$ cat config.mk
export PLATFORM = sky130hd
export DESIGN_NAME = ysyx_22050854_rf_wb_arbiter
export DESIGN_NICKNAME = d
export VERILOG_FILES = /design/src/rtl/ysyx_22050854_rf_wb_arbiter.sv
export SDC_FILE = /design/constraint.sdc
export NUM_CORES = 1
export LEC_CHECK = 0
export ABC_AREA = 1
export CAP_MARGIN = 20
export CORE_MARGIN = 2
export CORE_UTILIZATION = 48
export DETAILED_ROUTE_END_ITERATION = 8
export GPL_ROUTABILITY_DRIVEN = 0
export GPL_TIMING_DRIVEN = 0
export PLACE_DENSITY = 0.93
export SLEW_MARGIN = 40
export SYNTH_ARGS = -nofsm -noshare
export SYNTH_HDL_FRONTEND = slang
export SYNTH_SLANG_ARGS = --single-unit
$ cat constraint.sdc
create_clock -name clock -period 3.15 [get_ports clock]
set_input_delay 0.63 -clock clock [delete_from_list [all_inputs] [get_ports clock]]
set_output_delay 0.63 -clock clock [all_outputs]
set_load 0.05 [all_outputs]
$ cat src/rtl/ysyx_22050854_rf_wb_arbiter.sv
// Writeback arbiter for the single register-file write port: ALU/multi-cycle
// arbitration with a starvation guard, a registered write stage and a busy scoreboard.
module ysyx_22050854_rf_wb_arbiter #(
  parameter int XLEN       = 64,
  parameter int NREG       = 32,
  parameter int AW         = 5,
  parameter int STARVE_MAX = 2
) (
  input  logic            clock,
  input  logic            rst_n,
  input  logic            a_valid,
  output logic            a_ready,
  input  logic [AW-1:0]   a_rd,
  input  logic [XLEN-1:0] a_data,
  input  logic            b_valid,
  output logic            b_ready,
  input  logic [AW-1:0]   b_rd,
  input  logic [XLEN-1:0] b_data,
  input  logic            iss_valid,
  output logic            iss_ready,
  input  logic [AW-1:0]   iss_rd,
  input  logic            flush,
  input  logic [AW-1:0]   rs1,
  input  logic [AW-1:0]   rs2,
  input  logic [AW-1:0]   rd_chk,
  output logic            hazard,
  output logic            rf_wen,
  output logic [AW-1:0]   rf_waddr,
  output logic [XLEN-1:0] rf_wdata,
  output logic [NREG-1:0] busy_vec
);

  localparam int            SW         = $clog2(STARVE_MAX + 1);
  localparam logic [SW-1:0] STARVE_TOP = SW'(STARVE_MAX);

  logic [SW-1:0]   starve_cnt_q, starve_cnt_d;
  logic            rf_wen_q, rf_wen_d;
  logic [AW-1:0]   rf_waddr_q, rf_waddr_d;
  logic [XLEN-1:0] rf_wdata_q, rf_wdata_d;
  logic [NREG-1:0] busy_q, busy_d;

  logic a_starved;
  logic a_grant;
  logic b_grant;
  logic iss_take;

  // A source is hazardous while its value is still outstanding or sitting in the write stage.
  function automatic logic src_hazard(input logic [AW-1:0]   r,
                                      input logic [NREG-1:0] busy,
                                      input logic            wen,
                                      input logic [AW-1:0]   waddr);
    return (r != '0) && (busy[r] || (wen && (waddr == r)));
  endfunction

  // B normally wins; A is forced through once it has been denied STARVE_MAX times in a row.
  always_comb begin
    a_starved = (starve_cnt_q == STARVE_TOP);
    a_grant   = a_valid && (!b_valid || a_starved);
    b_grant   = b_valid && !a_grant;
    iss_ready = !busy_q[iss_rd] || (iss_rd == '0);
    iss_take  = iss_valid && iss_ready && (iss_rd != '0);
  end

  assign a_ready = a_grant;
  assign b_ready = b_grant;

  // NOTE: every always_comb output gets a default first so no path can infer a latch.
  always_comb begin
    starve_cnt_d = '0;
    if (a_valid && !a_grant) begin
      starve_cnt_d = a_starved ? starve_cnt_q : starve_cnt_q + 1'b1;
    end
  end

  // Writes to x0 are accepted upstream but never reach the register file.
  always_comb begin
    rf_wen_d   = 1'b0;
    rf_waddr_d = rf_waddr_q;
    rf_wdata_d = rf_wdata_q;
    if (a_grant && (a_rd != '0)) begin
      rf_wen_d   = 1'b1;
      rf_waddr_d = a_rd;
      rf_wdata_d = a_data;
    end else if (b_grant && (b_rd != '0)) begin
      rf_wen_d   = 1'b1;
      rf_waddr_d = b_rd;
      rf_wdata_d = b_data;
    end
  end

  // Ordering encodes priority: a same-cycle issue beats the completion, flush beats both.
  always_comb begin
    busy_d = busy_q;
    if (b_grant) begin
      busy_d[b_rd] = 1'b0;
    end
    if (iss_take) begin
      busy_d[iss_rd] = 1'b1;
    end
    if (flush) begin
      busy_d = '0;
    end
    busy_d[0] = 1'b0;
  end

  always_comb begin
    hazard = src_hazard(rs1,    busy_q, rf_wen_q, rf_waddr_q)
           | src_hazard(rs2,    busy_q, rf_wen_q, rf_waddr_q)
           | src_hazard(rd_chk, busy_q, rf_wen_q, rf_waddr_q);
  end

  // NOTE: state registers use non-blocking assignments so all flops update together at the edge.
  always_ff @(posedge clock or negedge rst_n) begin
    if (!rst_n) begin
      starve_cnt_q <= '0;
      rf_wen_q     <= 1'b0;
      rf_waddr_q   <= '0;
      rf_wdata_q   <= '0;
      busy_q       <= '0;
    end else begin
      starve_cnt_q <= starve_cnt_d;
      rf_wen_q     <= rf_wen_d;
      rf_waddr_q   <= rf_waddr_d;
      rf_wdata_q   <= rf_wdata_d;
      busy_q       <= busy_d;
    end
  end

  assign rf_wen   = rf_wen_q;
  assign rf_waddr = rf_waddr_q;
  assign rf_wdata = rf_wdata_q;
  assign busy_vec = busy_q;

endmodule

==> flow_metrics.env <==
# implementation run metrics
export IMPL_netlist_area_um2=6913
export IMPL_critical_path_top_delay_family="buffers and inverters"
export IMPL_layout_top_cells="311 x nand2_1, 255 x clkdlybuf4s50_1, 144 x nor2_1"
export IMPL_io_buffers=262
export IMPL_power_w=0.005007
export IMPL_drv_cap=0
export IMPL_drt_first_iter_violations=1407
export IMPL_status="finished, final reports clean"
export IMPL_edf_count=0
export IMPL_criticalPathCategory="in2out"
export IMPL_maxSlewHeadroom=0.5847
export IMPL_hold_violations=0
export IMPL_endpoint="hazard"
export IMPL_ff_count=103
export IMPL_die_y_um=124.0
export IMPL_holdWs_ns=0.1405
export IMPL_track_usage=0.3641
export IMPL_synthesis_nets=1254
export IMPL_hold_path_class="in2async"
export IMPL_clk_pin_slew_ns=0.07
export IMPL_cts_tree="yes"
export IMPL_end_kind="output port"
export IMPL_reg2reg_to="rf_wdata[55]"
export IMPL_drive_gt1_frac=0.04462
export IMPL_nClkBuffers=9
export IMPL_final_cells=1547
export IMPL_synthDistinctLibCells=27
export IMPL_cp_arrival_ns=2.43
export IMPL_combinationalPower_w=0.00209
export IMPL_largest_area_cell="dfrtp_1"
export IMPL_critPathMaxFanout=10
export IMPL_fp_util=0.4942
export IMPL_area_share_nonclk_buffers=0.2904
export IMPL_top_cell="nand2_1"
export IMPL_synthFlopType="dfrtp_1"
export IMPL_antenna_cells=0
export IMPL_fin_ws_ns=0.09050
export IMPL_sh_comb_area=0.3690
export IMPL_top_cells_by_count="311 x nand2_1, 144 x nor2_1, 134 x o21ai_0"
## logic make-up (layout without fill, tap and decap cells)
logic type | count (synthesis) | count (layout) | share of synthesized area
other cells | 1 | 1 | 0.0005425
simple gates | 625 | 625 | 0.3783
flops | 103 | 103 | 0.3729
fa+ha+maj | 1 | 1 | 0.001810
buf+inv | 150 | 428 | 0.08760
compound gates | 209 | 209 | 0.1589
## metal layers
layer  GRT usage  vias to the layer above
met3      0.1081                      193
li1            -                     4125
met4      0.2486                        0
met2      0.5628                      755
met5           0                        -
met1      0.4367                     3999
## state kept, by name (all words and copies together) (netlist names)
| signal | cells |
|---|---|
| rf_wdata | 64 |
| busy_vec | 31 |
| rf_waddr | 5 |
| starve_cnt_q | 2 |
| rf_wen | 1 |
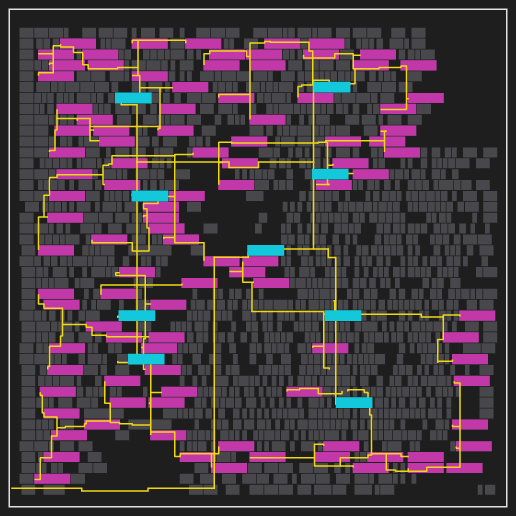
Figure 1: clock network drawn from the DEF.
Scale: 4 px per um.
[magenta] flip-flops | count: 103
[yellow] clock wires | length: 1360 um
[cyan] clock-net drivers | count: 9
routed clock nets: 10
flops lie: spread over the die
Power Clock: 0.00126 W
clock group share of total power: 0.252
Clock Latency Late Sink: 0.36 ns
Layout Skew: 0.01122 ns

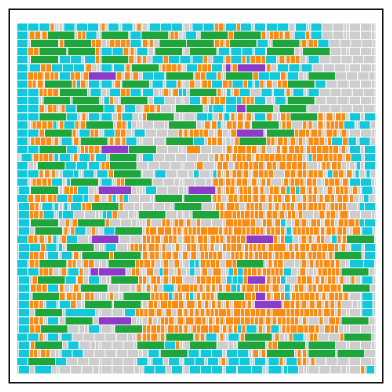
Figure 2: placed cells, one color a class.
Scale: 3 px per um. Fill, decap, tap and diode cells in gray.
[green] registers | cells: 103 | share of their area: 26%
[purple] clock drivers and dummy loads | cells: 16 | share of their area: 3.3%
[orange] remaining logic cells | cells: 921 | share of their area: 41%
[cyan] remaining buffers and delay cells | cells: 327 | share of their area: 30%
final core utilization: 0.7248
Site Rows: 43
flop share of the area: 0.2542

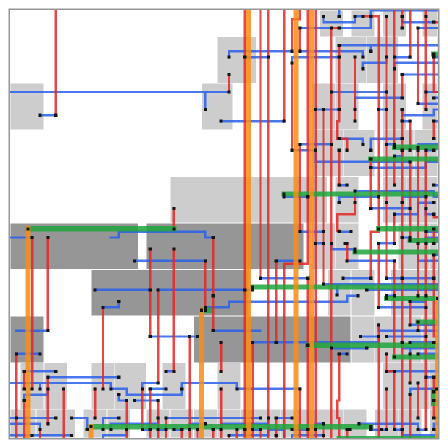
Figure 3: zoomed window.
Window x 50 to 75, y 50 to 75 um. Cells in gray, sequential cells in the stronger gray; small squares are vias.
[green] M3
[orange] M4
[blue] M1
[red] M2
netlist names of flops here include: busy_vec (4)
most frequent: nand2_1 (20), nand3_1 (7), inv_1 (6)
cells with their middle in the window: 54
sequential cells in the window: 4

Power and IR drop assume default switching activity.
